Figure 1. Signal wires on met2 (run 1).
Cells faint in the background.
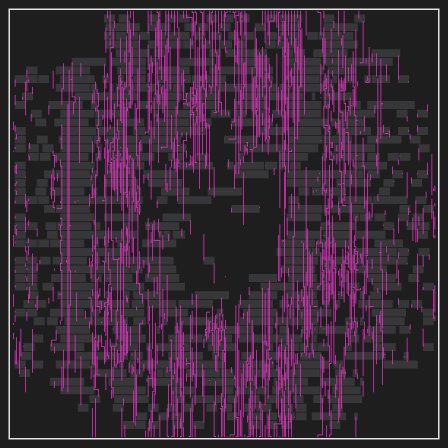
Figure 2. M1 wires (run 1).
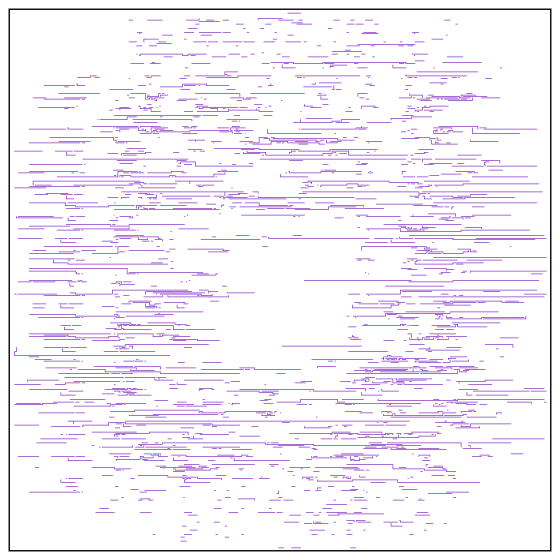
Figure 3. Register map, names as in the netlist (run 1).
Other sequential cells in the stronger gray, the rest of the logic in the fainter gray.
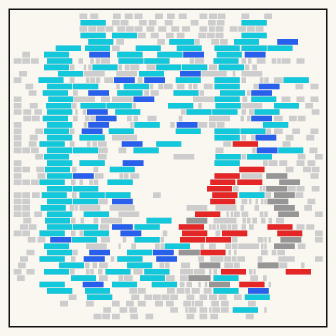
Design wb_port_arbiter, sky130hd; sources not shown.
==> out/qor.csv, run 1 <==
metric,value,unit
Critical Path Max Stage Delay,670,ps
gr usage total,18.7,%
number of flip-flops in the largest register,128,
# Cells Yosys,417,
Gate power share,13.9,%
Non-CTS buffers,206,
Top non-seq family,AND-OR/OR-AND gates,
simple share,3.10,%
CTS Root Cell,clkbuf_16,
logic share of the area,13.2,%
Hold WC Path Type,in2async,
critical setup path kind,reg2out,
outcome,finished clean,
Filler Cell Count,1347,
hold slack final,260,ps
crit path cell chain,"or3_4, nand2_2, clkdlybuf4s50_1",
number of port buffers,203,
Main synth FF type,edfxtp_1,
skew final,8.48,ps
metal2 WL,8.26,mm
First-pass DRT Iterations,4,
Die Span Y,135,um
Leading cell kind,sequential cells,
Buf/Inv on CP,1,
Tmin final,3170,ps
Critical Path Slowest Stage Cell,or3_4,
About Figure 1:
share of all routed wire: 51%
longest straight run: 90.4 um
wire length on this layer: 8,260 um
met2 Use GR: 31.1%
via count: 4,344
routed wire length: 16.3 mm

About Figure 2:
wire length on this layer: 6,680 um
main direction: horizontal
nets with wire on the layer: 677
share of all routed wire: 41%
met1 GRT Util: 24.0%

About Figure 3:
legend:
  cyan:
    name_in_the_netlist: hold_data_p0
    placed_flops: 128
    where: all over the die
  blue:
    name_in_the_netlist: wb_wr_data_o
    placed_flops: 32
  red:
    name_in_the_netlist: hold_rd_p0
    placed_flops: 20
not colored: 15
sequential power: 0.00198 W
Seq/total area: 56.9%
final core occ: 57.3%

[run 1: synth_stat cells (all sizes together), types with 2 or more instances]
cell type | n | area share (%)
a21oi | 35 | 2.5
nand2b | 3 | 0.27
mux2i | 2 | 0.28
a22oi | 2 | 0.21
edfxtp | 148 | 63
nor2 | 5 | 0.27
a211oi | 2 | 0.21
nand3 | 4 | 0.28
buf | 10 | 0.78
or3 | 2 | 0.25
nand3b | 2 | 0.21
clkbuf | 19 | 1.0
inv | 4 | 0.21
and2 | 2 | 0.18
o22ai | 62 | 5.5
dfrtp | 47 | 17
mux2 | 31 | 5.0
o21ai | 4 | 0.28
nand2 | 17 | 0.98
nor2b | 4 | 0.36
Figure 4. Cell placement (run 1).
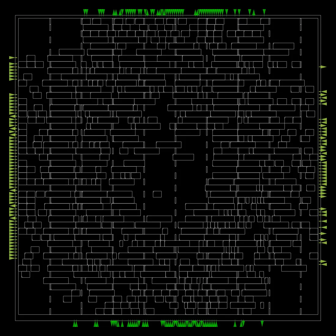

==> run 2, diff against run 1 <==
==> constraint.sdc (replaced) <==
create_clock -name clk -period 3.1 [get_ports clk]
set_input_delay 0.465 -clock clk [delete_from_list [all_inputs] [get_ports clk]]
set_output_delay 0.465 -clock clk [all_outputs]
set_load 0.01 [all_outputs]
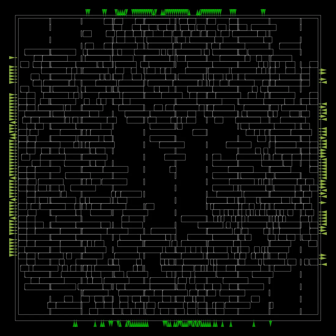
Figure 5: run 2, cell placement.
Filler Cell Count: 1,294
CORE AREA: 17,200 um2
row count: 48
tap cell count: 225

==> run 2 against run 1 <==
- final area increased by 0.86%
- synthesized area unchanged
- sequential cell count unchanged
- die area unchanged
- total power increased by 61%
- setup slack got worse by 1400 ps
- wire length increased by 2.3%
- highest routed layer unchanged
==> out/qor.csv, run 2 <==
metric,value,unit,change
DR vias/cell,5.05,,
nets,780,,
leading area contributor after synthesis,edfxtp_1,,
Post-synth top cells,"edfxtp_1, o22ai_1, dfrtp_1, a21oi_1, mux2_2",,
GPL Wtd Cong,0.787,,
Routed Antenna Nets,0,,
met1 GRT Util,23.8,%,-0.19 points
clock buffer depth,2,,
Critical Path Max Stage Delay,640,ps,-30 ps
H-tree depth,4,,
RSZ-0062 raised after global routing,no,,
Die W,135,um,
Critical Path Slowest Stage Cell,or3_4,,
Hold WC Path Type,reg2reg,,
hold slack final,488,ps,+228 ps
Main synth FF type,edfxtp_1,,
final core occ,57.8,%,+0.49 points
Tmin final,2750,ps,
metal2 WL,8.70,mm,+5.3%
gr usage total,19.2,%,+0.50 points
First-pass DRT Iterations,4,,unchanged
area share of the largest cell type after synthesis,63.2,%,unchanged
"Hold-fix buffers, CTS",0,,
critical setup path kind,reg2out,,
largest net degree at the start of global routing,48,,
Buf/Inv on CP,1,,unchanged
via count,4343,,-0.023%
Die Span Y,135,um,unchanged
CP Capture Type,primary output,,
most common cell in the synthesized netlist,edfxtp_1,,
number of port buffers,203,,unchanged
skew final,7.75,ps,-0.734 ps
first-pass GRT wire length,25.1,mm,
CTS Root Cell,clkbuf_16,,
# Cells Yosys,417,,unchanged
initial drt markers,295,,
Cell area leaders,"edfxtp_1, dfrtp_1, o22ai_1",,
Inst Count DP,826,,
met2 Use GR,32.9,%,+1.8 points
fp util,40.8,%,
number of flip-flops in the largest register,128,,unchanged
placed inst area,9350,um2,
routed wire length,16.6,mm,+2.3%
outcome,finished clean,,
crit path cell chain,"or3_4, nand2_2, clkdlybuf4s50_1",,
Worst Path Required,2630,ps,
==> run 2: cell counts after synthesis <==
Identical to the previous run, type by type.
==> run 2: area by class of cell <==
type | count | area (um2)
fillers | 1294 | 7270
flip-flops and latches | 195 | 5620
repair buffers | 215 | 2160
multi-input cells | 189 | 1310
clock buffers | 18 | 439
well taps | 225 | 282
clock inverters | 14 | 150
inverters | 4 | 15.0
==> run 2: logic make-up (layout without fill, tap and decap cells) <==
kind of cell	after synthesis	count (layout)	synth area share (%)
AND-OR/OR-AND	113	113	9.68
buffers and inverters	33	251	2.01
flip-flops	195	195	79.9
multiplexers	33	33	5.25
other	1	1	0.0533
AND/OR/NAND/NOR	42	42	3.10
==> run 2: report_power, final <==
group	switching, W	internal [W]
clock	0.000981	0.00122
combinational	0.000366	0.000515
sequential	0.000111	0.00303
==> run 3, diff against run 2 <==
--- a/config.mk
+++ b/config.mk
@@ -7,6 +7,7 @@
 export LEC_CHECK = 0
 export CAP_MARGIN = 10
 export CORE_UTILIZATION = 40
+export CTS_BUF_LIST = sky130_fd_sc_hd__clkbuf_4 sky130_fd_sc_hd__clkbuf_8 sky130_fd_sc_hd__clkbuf_16
 export DETAILED_ROUTE_END_ITERATION = 10
 export HOLD_SLACK_MARGIN = 0.15
 export PLACE_DENSITY = 0.69
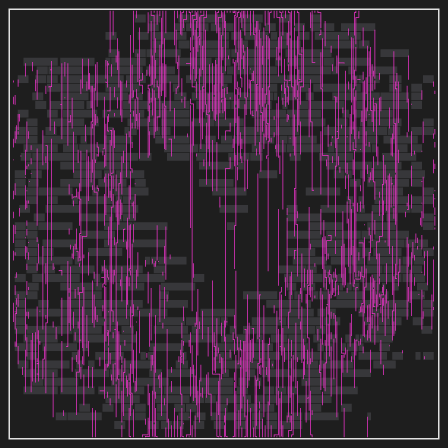
Figure 6: run 3, signal wires on met2.
Cells faint in the background.
longest straight run: 59.5 um
nets with wire on the layer: 668
wire length on this layer: 8,700 um
share of all routed wire: 52%
main direction: vertical
via count: 4,343
met2 Use GR: 32.9%
routed wire length: 16.6 mm

==> run 3 against run 2 <==
- synthesized area did not move
- wire length did not move
- hold slack did not move
==> out/qor.csv, run 3 <==
metric,value,unit,change
simple share,3.10,%,unchanged
Critical Path Max Stage Delay,640,ps,about the same
H-tree depth,4,,unchanged
number of flip-flops in the largest register,128,,unchanged
Critical Path Slowest Stage Cell,or3_4,,
row count,48,,unchanged
Tmin final,2750,ps,unchanged
initial drt markers,295,,unchanged
Cell area leaders,"edfxtp_1, dfrtp_1, o22ai_1",,
DR vias/cell,5.05,,unchanged
skew final,7.75,ps,unchanged
Routed Antenna Nets,0,,unchanged
Inst Count DP,826,,unchanged
First-pass DRT Iterations,4,,unchanged
proportion of power drawn by the clock network,35.4,%,about the same
MUX share of area,5.25,%,unchanged
clk pwr,0.00220,W,about the same
Worst Path Required,2630,ps,about the same
gr usage total,19.2,%,unchanged
leading area contributor after synthesis,edfxtp_1,,
CP Capture Type,primary output,,
Internal,0.00477,W,unchanged
Main synth FF type,edfxtp_1,,
outcome,finished clean,,
Die Span Y,135,um,unchanged
sequential fraction of design power,50.5,%,about the same
critical setup path kind,reg2out,,
Buf/Inv on CP,1,,unchanged
nets,780,,unchanged
CORE AREA,17200,um2,unchanged
GPL Wtd Cong,0.787,,unchanged
Hold WC Path Type,reg2reg,,
CTS Root Cell,clkbuf_16,,
switching share of power,23.4,%,unchanged
Gate power share,14.1,%,about the same
hold slack final,488,ps,unchanged
placed inst area,9350,um2,unchanged
RSZ-0062 raised after global routing,no,,
crit path cell chain,"or3_4, nand2_2, clkdlybuf4s50_1",,
Die W,135,um,unchanged
area share of the largest cell type after synthesis,63.2,%,unchanged
fp util,40.8,%,unchanged
number of port buffers,203,,unchanged
P_comb,0.000881,W,about the same
Top non-seq family,AND-OR/OR-AND gates,,
xor/xnor share,0,%,unchanged
[run 3: cell counts after synthesis]
No cell type changed its count.
[run 3: layout make-up]
| type | count | area, um2 |
|---|---|---|
| clock buffer | 18 | 439 |
| clock inverter | 14 | 150 |
| fill | 1294 | 7270 |
| inverter | 4 | 15.0 |
| multi-input combinational | 189 | 1310 |
| sequential | 195 | 5620 |
| tap | 225 | 282 |
| timing repair buffer | 215 | 2160 |
[run 3: timing repair]
action / in CTS / in global routing
hold buffers: 0 / 1
gates resized: 0 / 0
endpoints found under the hold margin: 0 / 17
[run 3: cell families (layout without fill, tap and decap cells)]
logic type / after synthesis / count (layout)
and+or+nand+nor: 42 / 42
DFF: 195 / 195
buffers and inverters: 33 / 251
muxes: 33 / 33
AOI/OAI and AO/OA: 113 / 113
other: 1 / 1
Power and IR drop assume default switching activity.
